### config.mk
export PLATFORM = sky130hd
export DESIGN_NAME = vga_timing_gen
export DESIGN_NICKNAME = d
export VERILOG_FILES = /design/src/rtl/vga_pkg.sv /design/src/rtl/sig_delay.sv /design/src/rtl/vga_timing_gen.sv
export SDC_FILE = /design/constraint.sdc
export NUM_CORES = 1
export LEC_CHECK = 0
export CAP_MARGIN = 25
export CORE_MARGIN = 2
export CORE_UTILIZATION = 32
export CTS_BUF_LIST = sky130_fd_sc_hd__clkbuf_16
export DETAILED_ROUTE_END_ITERATION = 7
export GPL_ROUTABILITY_DRIVEN = 0
export PLACE_DENSITY_LB_ADDON = 0.25
export SYNTH_ARGS = -nofsm -noshare
export SYNTH_HDL_FRONTEND = slang
export SYNTH_SLANG_ARGS = --single-unit
### constraint.sdc
create_clock -name clk -period 2.8 [get_ports clk]
set_input_delay 0.7 -clock clk [delete_from_list [all_inputs] [get_ports clk]]
set_output_delay 0.7 -clock clk [all_outputs]
set_load 0.05 [all_outputs]
### src/rtl/vga_pkg.sv
// rtl/vga_pkg.sv - shared 640x480@60 raster constants and sync helpers
package vga_pkg;

    // Counter width used by the timing generator and the renderer
    localparam int CNT_W = 10;

    // 640x480@60 timing
    localparam int H_ACTIVE_640 = 640;
    localparam int H_FP_640     = 16;
    localparam int H_SYNC_640   = 96;
    localparam int H_BP_640     = 48;
    localparam int H_TOTAL_640  = H_ACTIVE_640 + H_FP_640 + H_SYNC_640 + H_BP_640;

    localparam int V_ACTIVE_480 = 480;
    localparam int V_FP_480     = 10;
    localparam int V_SYNC_480   = 2;
    localparam int V_BP_480     = 33;
    localparam int V_TOTAL_480  = V_ACTIVE_480 + V_FP_480 + V_SYNC_480 + V_BP_480;

    // Sync polarity (level driven while the pulse is active)
    localparam bit SYNC_ACTIVE_LOW  = 1'b0;
    localparam bit SYNC_ACTIVE_HIGH = 1'b1;

    // Bundle carried through the alignment pipeline; hs/vs are pin levels
    typedef struct packed {
        logic de;
        logic hs;
        logic vs;
    } sync_t;

    // True when pos lies in [lo, lo+len-1]
    function automatic logic in_window(input logic [CNT_W-1:0] pos, input int lo, input int len);
        return (int'(pos) >= lo) && (int'(pos) < lo + len);
    endfunction

endpackage

### src/rtl/sig_delay.sv
// rtl/sig_delay.sv - fixed-depth register delay line with reset value input
//   clk, rst_n : clock, asynchronous active-low reset
//   rst_val    : value every stage takes during reset
//   d / q      : input, output delayed by DEPTH clk
module sig_delay #(
    parameter int W     = 3,
    parameter int DEPTH = 1
) (
    input  logic         clk,
    input  logic         rst_n,
    input  logic [W-1:0] rst_val,
    input  logic [W-1:0] d,
    output logic [W-1:0] q
);

    logic [W-1:0] stage [DEPTH];

    always_ff @(posedge clk or negedge rst_n) begin
        if (!rst_n) begin
            for (int i = 0; i < DEPTH; i++) begin
                stage[i] <= rst_val;
            end
        end else begin
            stage[0] <= d;
            for (int i = 1; i < DEPTH; i++) begin
                stage[i] <= stage[i-1];
            end
        end
    end

    assign q = stage[DEPTH-1];

endmodule

### src/rtl/vga_timing_gen.sv
// rtl/vga_timing_gen.sv - VGA raster counters, sync decode and pixel alignment
//   clk, rst_n           : system clock, asynchronous active-low reset
//   h_count, v_count     : raster position for the renderer
//   pix_tick             : counters advance on the next edge
//   frame_start          : one-clk pulse while the raster sits at (0,0)
//   pixel_in             : renderer pixel, PIPE_DLY clk behind the counters
//   vga_hs/vs/de/pix     : registered pin outputs, mutually aligned
module vga_timing_gen
    import vga_pkg::*;
#(
    parameter int H_ACTIVE = H_ACTIVE_640,
    parameter int H_FP     = H_FP_640,
    parameter int H_SYNC   = H_SYNC_640,
    parameter int H_BP     = H_BP_640,
    parameter int V_ACTIVE = V_ACTIVE_480,
    parameter int V_FP     = V_FP_480,
    parameter int V_SYNC   = V_SYNC_480,
    parameter int V_BP     = V_BP_480,
    parameter int PIX_DIV  = 1,
    parameter int PIPE_DLY = 1,
    parameter bit SYNC_POL = SYNC_ACTIVE_LOW
) (
    input  logic             clk,
    input  logic             rst_n,
    output logic [CNT_W-1:0] h_count,
    output logic [CNT_W-1:0] v_count,
    output logic             pix_tick,
    output logic             frame_start,
    input  logic             pixel_in,
    output logic             vga_hs,
    output logic             vga_vs,
    output logic             vga_de,
    output logic             vga_pix
);

    localparam int H_TOTAL = H_ACTIVE + H_FP + H_SYNC + H_BP;
    localparam int V_TOTAL = V_ACTIVE + V_FP + V_SYNC + V_BP;

    localparam logic [CNT_W-1:0] H_LAST   = CNT_W'(H_TOTAL - 1);
    localparam logic [CNT_W-1:0] V_LAST   = CNT_W'(V_TOTAL - 1);
    localparam logic [CNT_W-1:0] H_VIS    = CNT_W'(H_ACTIVE);
    localparam logic [CNT_W-1:0] V_VIS    = CNT_W'(V_ACTIVE);
    localparam logic [1:0]       DIV_LAST = 2'(PIX_DIV - 1);

    logic [1:0] div;

    // Pixel-tick divider
    always_ff @(posedge clk or negedge rst_n) begin
        if (!rst_n) begin
            div <= '0;
        end else if (pix_tick) begin
            div <= '0;
        end else begin
            div <= div + 2'd1;
        end
    end

    assign pix_tick = (div == DIV_LAST);

    // Raster counters; v advances on the same edge that wraps h
    always_ff @(posedge clk or negedge rst_n) begin
        if (!rst_n) begin
            h_count <= '0;
            v_count <= '0;
        end else if (pix_tick) begin
            if (h_count == H_LAST) begin
                h_count <= '0;
                v_count <= (v_count == V_LAST) ? '0 : v_count + 1'b1;
            end else begin
                h_count <= h_count + 1'b1;
            end
        end
    end

    assign frame_start = pix_tick && (h_count == '0) && (v_count == '0);

    // Decode at the counters' time, then delay to meet the renderer's pixel
    logic  de_now, hs_act, vs_act;
    sync_t sync_now, sync_dly, sync_rst;

    assign de_now = (h_count < H_VIS) && (v_count < V_VIS);
    assign hs_act = in_window(h_count, H_ACTIVE + H_FP, H_SYNC);
    assign vs_act = in_window(v_count, V_ACTIVE + V_FP, V_SYNC);

    assign sync_now.de = de_now;
    assign sync_now.hs = hs_act ? SYNC_POL : ~SYNC_POL;
    assign sync_now.vs = vs_act ? SYNC_POL : ~SYNC_POL;

    assign sync_rst.de = 1'b0;
    assign sync_rst.hs = ~SYNC_POL;
    assign sync_rst.vs = ~SYNC_POL;

    sig_delay #(
        .W     ($bits(sync_t)),
        .DEPTH (PIPE_DLY)
    ) u_sync_dly (
        .clk     (clk),
        .rst_n   (rst_n),
        .rst_val (sync_rst),
        .d       (sync_now),
        .q       (sync_dly)
    );

    // Output stage: the renderer pixel arrives alongside the last delay stage
    always_ff @(posedge clk or negedge rst_n) begin
        if (!rst_n) begin
            vga_hs  <= ~SYNC_POL;
            vga_vs  <= ~SYNC_POL;
            vga_de  <= 1'b0;
            vga_pix <= 1'b0;
        end else begin
            vga_hs  <= sync_dly.hs;
            vga_vs  <= sync_dly.vs;
            vga_de  <= sync_dly.de;
            vga_pix <= pixel_in & sync_dly.de;
        end
    end

endmodule

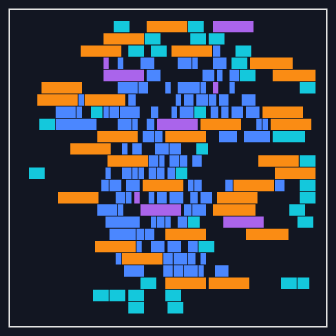
Run 1: placed cells, one colour a class
colour	class	cells	share of their area
orange	flip-flops	29	38%
cyan	other buffers and delay cells	34	18%
purple	clock drivers and dummy loads	8	7.2%
blue	all other logic	103	37%
core region area: 4290 um2
FP Rows: 24

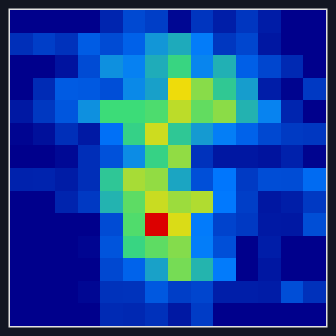
Run 1: wire density map
14 x 14 tiles, from dark blue (low) to red (high), scaled to the fullest tile. Values are wire area over tile area, all layers added.
emptiest ninth of the die	bottom left
densest ninth of the die	middle
fullest tile	0.58
mean over tiles	0.10
nearly empty tiles	27%
aggregate global-route resource usage: 14.2%
wire length per cell: 14.2 um
count of vias placed by the detailed router: 1,178

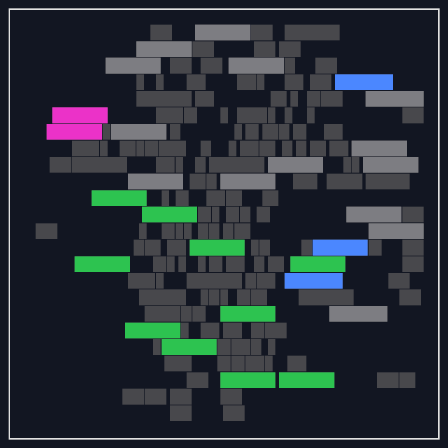
Run 1: sequential cells grouped by signal name
Other sequential cells in the stronger grey, the rest of the logic in the fainter grey.
colour	netlist name	sequential cells
blue	u_sync_dly.q	3
magenta	div	2
green	v_count	10

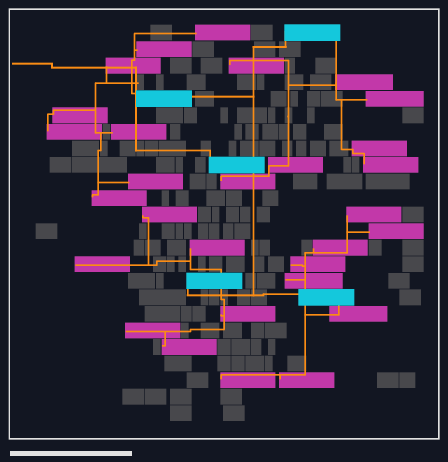
Run 1: clock distribution
The bar under the picture is 20 um long.
[magenta] flip-flops | count: 29
[cyan] cells driving clock nets | count: 5
[orange] clock wires | length: 429 um
routed clock nets	6

==> reports/summary.json, run 1 <==
{
  "status": {
    "outcome": "finished, final reports clean"
  },
  "setup_path": {
    "cpPeakStageDelay_ns": 0.46,
    "ff2ff_setup_slack_ns": 0.40,
    "path_delay_family": "simple AND/OR/NAND/NOR gates",
    "worst-endpoint-required_ns": 2.10,
    "cp_data_arrival_time_ns": 2.07,
    "rr_startpoint": "div[0]$_DFF_PN0_",
    "worstRegToRegCells": 7,
    "timing_worst_setup_path_type": "reg2out"
  },
  "logic_synthesis": {
    "ys_cells": 134,
    "synth_cells": 134,
    "synth.yosys.chip_area_um2": 1410,
    "mux_share_pct": 0,
    "yosysTopAreaCell": "sky130_fd_sc_hd__dfrtp_1",
    "synth_adder_area_share_pct": 5.33,
    "top_non_seq_family": "simple AND/OR/NAND/NOR gates",
    "synth-warning-count": 0,
    "yosys_register_bits": 29,
    "compound_area_share_pct": 10.3,
    "ys_async_sr_fraction_pct": 100
  },
  "finish": {
    "comb_share_pct": 33.3,
    "clockNetworkAreaShare_pct": 6.95,
    "synthesis_to_finish_area_growth_pct": 39.3,
    "sh_seq_area_pct": 37.2,
    "largest_cell_class": "registers",
    "inverters_excl_clock": 11,
    "num-nonclk-buffers": 34
  },
  "power_and_ir_drop": {
    "pg_seq_w": 0.000421,
    "pwr-share-comb_pct": 1.8,
    "switchingPower_w": 0.000184,
    "p_comb_w": 0.0000163,
    "p_per_area_nw_per_um2": 473
  },
  "clocking": {
    "max-clock-path-buffers": 2,
    "tritoncts.num_buffers": 5,
    "ctsHoldBuffers": 0
  },
  "timing": {
    "setup-violations-final": 0,
    "post_route_setup_slack_ns": 0.0288,
    "fin_hold_ws_ns": 0.354
  },
  "global_routing": {
    "use_met2_pct": 21.2,
    "antenna_violations_before_repair": 0,
    "top_usage_layer": "met2"
  },
  "floorplan": {
    "pin_count": 29,
    "floorplan.die_area_um2": 4950,
    "tapCellCount": 52
  },
  "placed_design": {
    "place.detailed.instances": 216,
    "pre_cts_slack_ns": 0.145
  },
  "worst_hold_path": {
    "timing.hold.worst_path_depth": 0
  },
  "job": {
    "log.warning_count": 31
  },
  "routing": {
    "route.met3.wl_um": 173
  }
}
Run 1, clock wiring as the flow saved it:
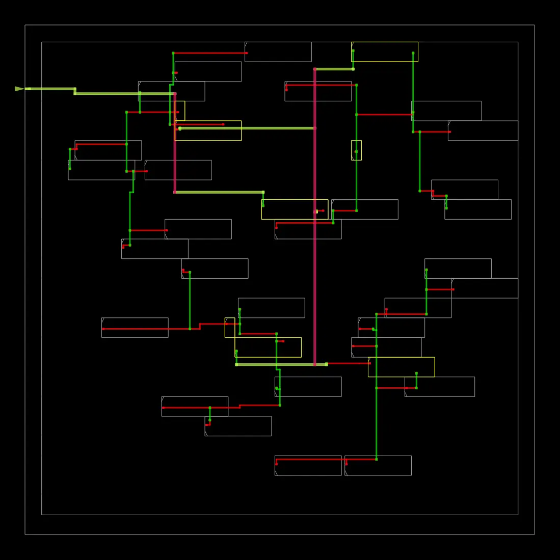

==> run 2, diff against run 1 <==
--- a/config.mk
+++ b/config.mk
@@ -6,6 +6,7 @@
 export NUM_CORES = 1
 export LEC_CHECK = 0
 export CAP_MARGIN = 25
+export CORE_ASPECT_RATIO = 1.1
 export CORE_MARGIN = 2
 export CORE_UTILIZATION = 32
 export CTS_BUF_LIST = sky130_fd_sc_hd__clkbuf_16
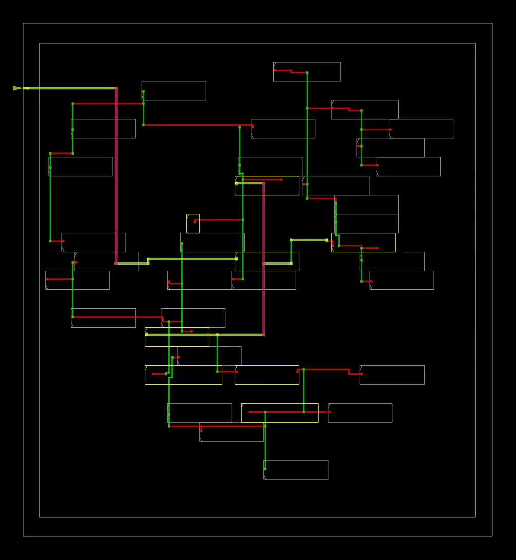
Run 2: clock wiring as the flow saved it
number of sequential cells: 29
number of sinks driven by the clock tree: 29
clk_skew: 0.00628 ns

==> reports/summary.json, run 2 <==
{
  "timing": {
    "fin_hold_ws": {"value": 0.354, "unit": "ns", "change": "-0.000292 ns"},
    "post_route_setup_slack": {"value": 0.0239, "unit": "ns", "change": "-0.00498 ns"}
  },
  "logic_synthesis": {
    "synth.yosys.chip_area": {"value": 1410, "unit": "um2", "change": "unchanged"},
    "top_non_seq_family": "simple AND/OR/NAND/NOR gates",
    "ys_async_sr_fraction": {"value": 100, "unit": "%", "change": "unchanged"},
    "ys_cells": {"value": 134, "change": "unchanged"},
    "yosysTopAreaCell": "sky130_fd_sc_hd__dfrtp_1",
    "mux_share": {"value": 0, "unit": "%", "change": "unchanged"},
    "synth-warning-count": {"value": 0, "change": "unchanged"},
    "synth_adder_area_share": {"value": 5.33, "unit": "%", "change": "unchanged"}
  },
  "setup_path": {
    "worstRegToRegCells": {"value": 7, "change": "unchanged"},
    "rr_startpoint": "div[0]$_DFF_PN0_",
    "worst-endpoint-required": {"value": 2.10, "unit": "ns", "change": "about the same"},
    "cpPeakStageDelay": {"value": 0.46, "unit": "ns", "change": "about the same"},
    "path_delay_family": "simple AND/OR/NAND/NOR gates"
  },
  "finish": {
    "largest_cell_class": "registers",
    "num-nonclk-buffers": {"value": 35, "change": "+2.9%"},
    "synthesis_to_finish_area_growth_pct": 43.9,
    "clockNetworkAreaShare": {"value": 9.38, "unit": "%", "change": "+2.4 points"},
    "comb_share": {"value": 32.3, "unit": "%", "change": "-1.0 points"},
    "sh_seq_area": {"value": 36.0, "unit": "%", "change": "-1.2 points"},
    "inverters_excl_clock": {"value": 11, "change": "unchanged"}
  },
  "placed_design": {
    "pre_cts_slack": {"value": 0.125, "unit": "ns", "change": "-0.0203 ns"},
    "place.detailed.instances": {"value": 219, "change": "+1.4%"}
  },
  "power_and_ir_drop": {
    "p_per_area": {"value": 554, "unit": "nW/um2", "change": "+17%"},
    "pg_seq": {"value": 0.000421, "unit": "W", "change": "about the same"},
    "switchingPower": {"value": 0.000190, "unit": "W", "change": "+2.8%"},
    "pwr-share-comb": {"value": 1.4, "unit": "%", "change": "-0.4 points"}
  },
  "floorplan": {
    "fp_rows": {"value": 25, "change": "+4.2%"},
    "core-area": {"value": 4250, "unit": "um2", "change": "-0.93%"},
    "pin_count": {"value": 29, "change": "unchanged"}
  },
  "routing": {
    "avgRoutedWirePerCell": {"value": 13.6, "unit": "um", "change": "-4.7%"}
  },
  "status": {
    "outcome": "finished, final reports clean"
  },
  "clocking": {
    "max-clock-path-buffers": {"value": 2, "change": "unchanged"},
    "ctsHoldBuffers": {"value": 0, "change": "unchanged"}
  },
  "global_routing": {
    "antenna_violations_before_repair": {"value": 0, "change": "unchanged"},
    "top_usage_layer": "met2"
  }
}
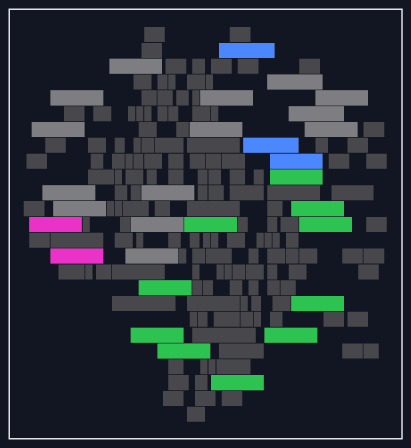
Run 2: sequential cells grouped by signal name
Other sequential cells in the stronger grey, the rest of the logic in the fainter grey.
colour	netlist name	sequential cells
blue	u_sync_dly.q	3
magenta	div	2
green	v_count	10
not coloured	14

Run 2, wire density map:
13 x 15 tiles, from dark blue (low) to red (high), scaled to the fullest tile. Values are wire area over tile area, all layers added.
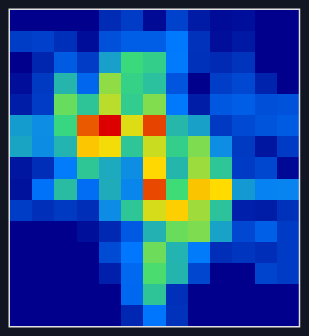

==> run 3, diff against run 2 <==
--- a/config.mk
+++ b/config.mk
@@ -11,6 +11,7 @@
 export CORE_UTILIZATION = 32
 export CTS_BUF_LIST = sky130_fd_sc_hd__clkbuf_16
 export DETAILED_ROUTE_END_ITERATION = 7
+export DONT_BUFFER_PORTS = 1
 export GPL_ROUTABILITY_DRIVEN = 0
 export PLACE_DENSITY_LB_ADDON = 0.25
 export SYNTH_ARGS = -nofsm -noshare
==> constraint.sdc (replaced) <==
create_clock -name clk -period 3.4 [get_ports clk]
set_input_delay 0.85 -clock clk [delete_from_list [all_inputs] [get_ports clk]]
set_output_delay 0.85 -clock clk [all_outputs]
set_load 0.05 [all_outputs]
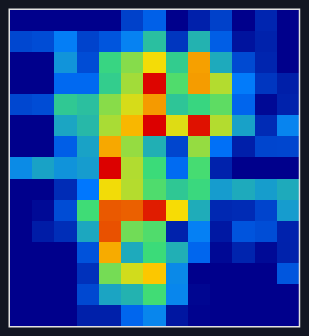
Run 3: wire density map
13 x 15 tiles, from dark blue (low) to red (high), scaled to the fullest tile. Values are wire area over tile area, all layers added.
densest ninth of the die	middle
nearly empty tiles	27%
mean over tiles	0.10
emptiest ninth of the die	bottom right
tiles over half the peak	21%

==> reports/summary.json, run 3 <==
{
  "floorplan": {
    "pin_count": {"value": 29, "change": "unchanged"},
    "core-area": {"value": 4250, "unit": "um2", "change": "unchanged"}
  },
  "global_routing": {
    "top_usage_layer": "met2",
    "antenna_violations_before_repair": {"value": 0, "change": "unchanged"}
  },
  "status": {
    "outcome": "finished, final reports clean"
  },
  "placed_design": {
    "pre_cts_slack": {"value": 0.651, "unit": "ns", "change": "+0.526 ns"},
    "place.detailed.instances": {"value": 194, "change": "-11%"}
  },
  "logic_synthesis": {
    "mux_share": {"value": 0, "unit": "%", "change": "unchanged"},
    "ys_async_sr_fraction": {"value": 100, "unit": "%", "change": "unchanged"},
    "synth.yosys.chip_area": {"value": 1410, "unit": "um2", "change": "unchanged"},
    "yosysTopAreaCell": "sky130_fd_sc_hd__dfrtp_1"
  },
  "finish": {
    "clockNetworkAreaShare": {"value": 8.15, "unit": "%", "change": "-1.2 points"},
    "num-nonclk-buffers": {"value": 8, "change": "-77%"},
    "inverters_excl_clock": {"value": 11, "change": "unchanged"},
    "comb_share": {"value": 37.8, "unit": "%", "change": "+5.5 points"},
    "sh_seq_area": {"value": 43.3, "unit": "%", "change": "+7.2 points"},
    "synthesis_to_finish_area_growth_pct": 19.8
  },
  "setup_path": {
    "rr_startpoint": "h_count[2]$_DFFE_PN0P_",
    "path_delay_family": "simple AND/OR/NAND/NOR gates"
  },
  "power_and_ir_drop": {
    "switchingPower": {"value": 0.000150, "unit": "W", "change": "-21%"},
    "pg_seq": {"value": 0.000349, "unit": "W", "change": "-17%"}
  },
  "clocking": {
    "cts.sink_count": {"value": 29, "change": "unchanged"},
    "max-clock-path-buffers": {"value": 2, "change": "unchanged"}
  }
}
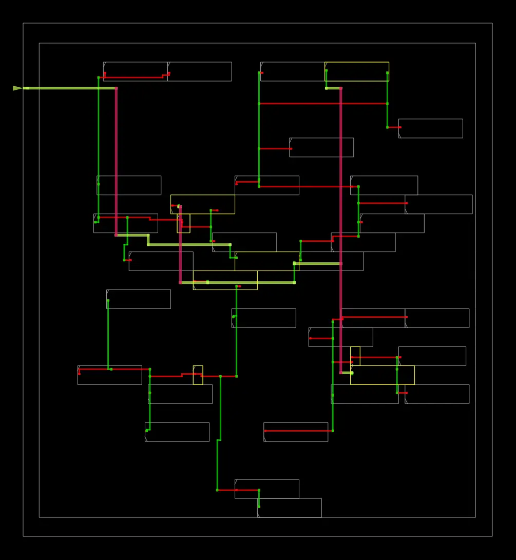
Run 3: clock wiring as the flow saved it
number of buffers inserted during clock tree synthesis: 5
layout clock buffer count: 5
clk_skew: 0.00817 ns
insertion delay to the later sink of the worst-skew pair: 0.28 ns

Power and IR drop assume default switching activity.
